==> config.mk <==
export PLATFORM = sky130hd
export DESIGN_NAME = axi4_lite_slave_read_pipe
export DESIGN_NICKNAME = d
export VERILOG_FILES = /design/src/rtl/axi4_lite_slave_read_pipe.sv
export SDC_FILE = /design/constraint.sdc
export NUM_CORES = 1
export LEC_CHECK = 0
export CORE_MARGIN = 2
export CORE_UTILIZATION = 58
export CTS_CLUSTER_SIZE = 40
export DETAILED_ROUTE_END_ITERATION = 8
export PLACE_DENSITY = 0.84
export SYNTH_ARGS = -nofsm -noshare
export SYNTH_HDL_FRONTEND = slang
export SYNTH_SLANG_ARGS = --single-unit
==> constraint.sdc <==
create_clock -name clk_i -period 12 [get_ports clk_i]
set_clock_uncertainty 0.15 [all_clocks]
set_input_delay 2.4 -clock clk_i [delete_from_list [all_inputs] [get_ports clk_i]]
set_output_delay 2.4 -clock clk_i [all_outputs]
set_load 0.02 [all_outputs]
**M1 wires**

Scale bar: 50 um. Supply wires on this layer in grey.
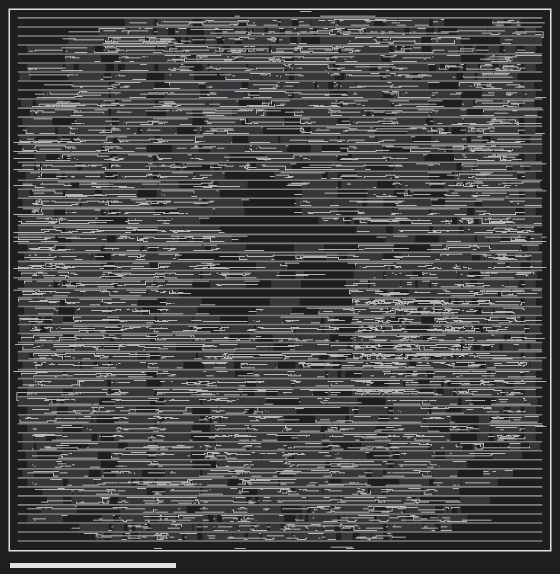
longest straight run	45.5 um
nets with wire on the layer	1052
main direction	horizontal
share of all routed wire	41%
wire length on this layer	12200 um
vias post-DR: 8036
final wirelength: 29500 um
M1 GR Usage: 30.2%

**Cell sizes after repair**

Scale bar: 50 um.
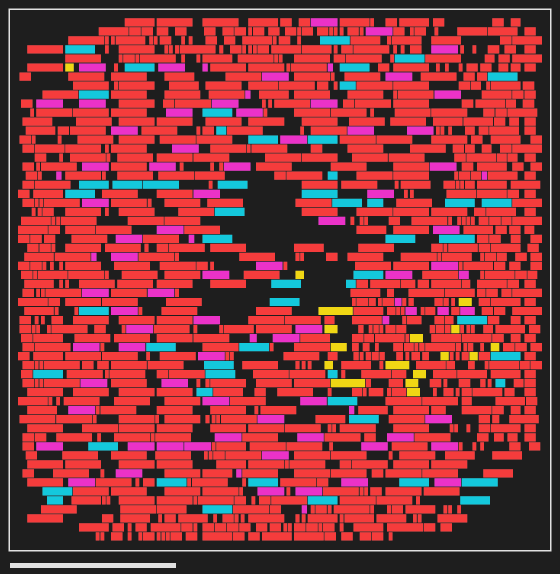
colour	size	cells	share
cyan	x6 and larger	54	5.0%
yellow	x3 and x4	17	1.6%
red	x1 and smaller	930	86%
magenta	x2	85	7.8%
Area Overhead vs Synth: 25.5%
setup ws final: 5.28 ns
Signal buffers: 213

**Metal 2**

Scale bar: 50 um.
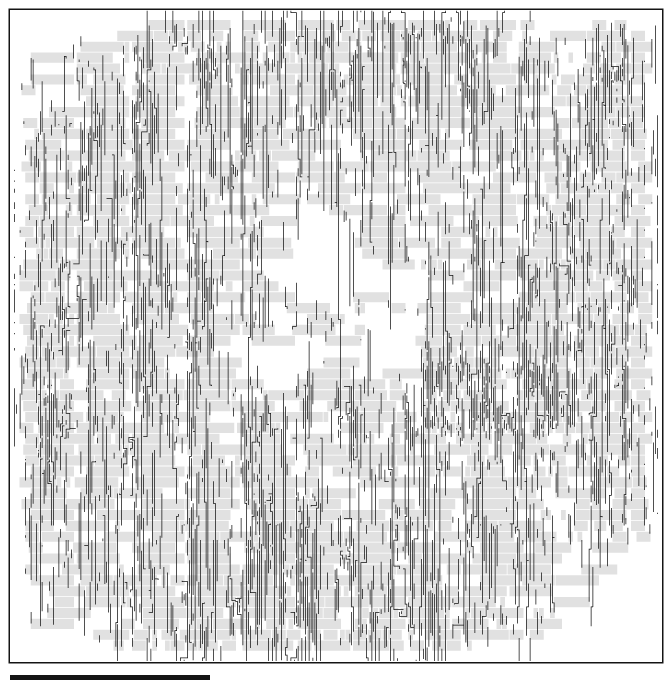
share of all routed wire	50%
main direction	vertical
nets with wire on the layer	1049
wire length on this layer	14700 um
GR met2 Demand/Resource: 37.9%

==> flow_summary.json <==
{
  "final_cells": 1418,
  "n_fill_cell": 1498,
  "place_inst": 1342,
  "status": "completed",
  "worstSetupPathType": "in -> out",
  "drc": 0,
  "cts_tree": "done",
  "finalHoldViolations": 0,
  "worst-path-max-fanout": 6,
  "yosys_area_um2": 14600,
  "synth_nets": 952,
  "gp_congestion": 0.798,
  "grt_max_degree": 73,
  "design_area_um2": 18400,
  "ys_cells": 839,
  "cap_violations": 0,
  "synthTopCellsByCount": "272 x edfxtp_1, 214 x nand2_1, 120 x dfrtp_1",
  "crit_buf_inv": 2,
  "grt_overflow_total": 0,
  "grt_pass1_vias": 8440,
  "fin_crit_sh_pct": 56.0,
  "top_cell_area_share_pct": 55.8,
  "crit_path_end_kind": "output pin",
  "final.setup.tns_ns": 0,
  "syn_avg_cell_area_um2": 17.4,
  "cpLargestDelayFamily": "buffers and inverters",
  "relSlewSlack_pct": 25.7,
  "grt_usage_pct": 22.5,
  "clk-insertion-delay-late_ns": 0.52,
  "cp_num_cells": 3,
  "cts.clk_slew.worst_paths_ns": 0.06,
  "die_y_um": 163,
  "yosys_warnings": 0,
  "dp_hpwl_um": 16800,
  "async_flop_share_pct": 30.6,
  "critPathSlowestCell": "clkdlybuf4s50_1",
  "route.met3.wl_um": 2060,
  "die_x_um": 163,
  "wl_met1_um": 12200,
  "cp.arrival_ns": 4.17,
  "warning_count": 30,
  "dr_wl_met2_um": 14700,
  "setup_violations": 0,
  "flop_cell": "edfxtp_1"
}
-- through the flow --
stage,worst slack [ns],util [%]
3_3_place_gp,5.42,68.2
4_1_cts,5.30,73.6
5_1_grt,5.21,73.6
6_report,5.28,73.6
3_5_place_dp,5.37,68.2
2_1_floorplan,6.26,-
-- cell families after synthesis --
logic type               share of synthesized area, %
XOR/XNOR                                        0.539
buffers and inverters                            1.63
adder cells (fa/ha/maj)                         0.735
multiplexers                                     10.7
flip-flops                                       76.3
AND-OR/OR-AND                                    3.12
AND/OR/NAND/NOR                                  6.92
-- final cells by class --
type	count	area, um^2	area share, %
diodes	2	5.00	0.0272
clock buffers	52	1110	6.03
clock inverters	22	231	1.26
inverters	12	50.0	0.272
multi-input cells	395	3270	17.8
flip-flops and latches	392	11200	60.8
well taps	330	413	2.25
repair buffers	213	2120	11.5
-- worst min-delay path, cell delays in order, from the launching register on --
cell	delay, ns
dfrtp_1	0.34
nand2_1	0.05
nand2_1	0.06
-- metal layers --
metal / vias up / track usage [%]
li1: 3561 / -
met1: 4131 / 30.2
met2: 294 / 37.9
met3: 50 / 5.27
met4: 0 / 5.59
met5: - / 0
-- cells in the final DEF, fill, tap and decap left out, types with 4 or more instances in the layout --
master,Yosys,routed
clkbuf_8,0,4
nor2_1,9,8
ha_1,7,7
xnor2_1,7,7
bufinv_16,0,4
clkbuf_16,0,41
nand2_1,214,214
a22o_1,32,32
and3_4,0,4
buf_4,2,4
clkdlybuf4s50_1,0,209
clkbuf_1,20,7
mux4_2,68,68
inv_1,12,11
mux2i_1,4,4
dfrtp_1,120,118
a21oi_1,5,5
clkinv_2,0,10
inv_6,0,5
edfxtp_1,272,272
-- where the power goes --
part	switching, mW	total [mW]	internal (mW)
clock	0.498	1.24	0.743
sequential	0.215	1.96	1.74
combinational	0.735	1.41	0.680
total	1.45	4.61	3.17
No activity file was given, so power comes from the tool's default toggle rates.
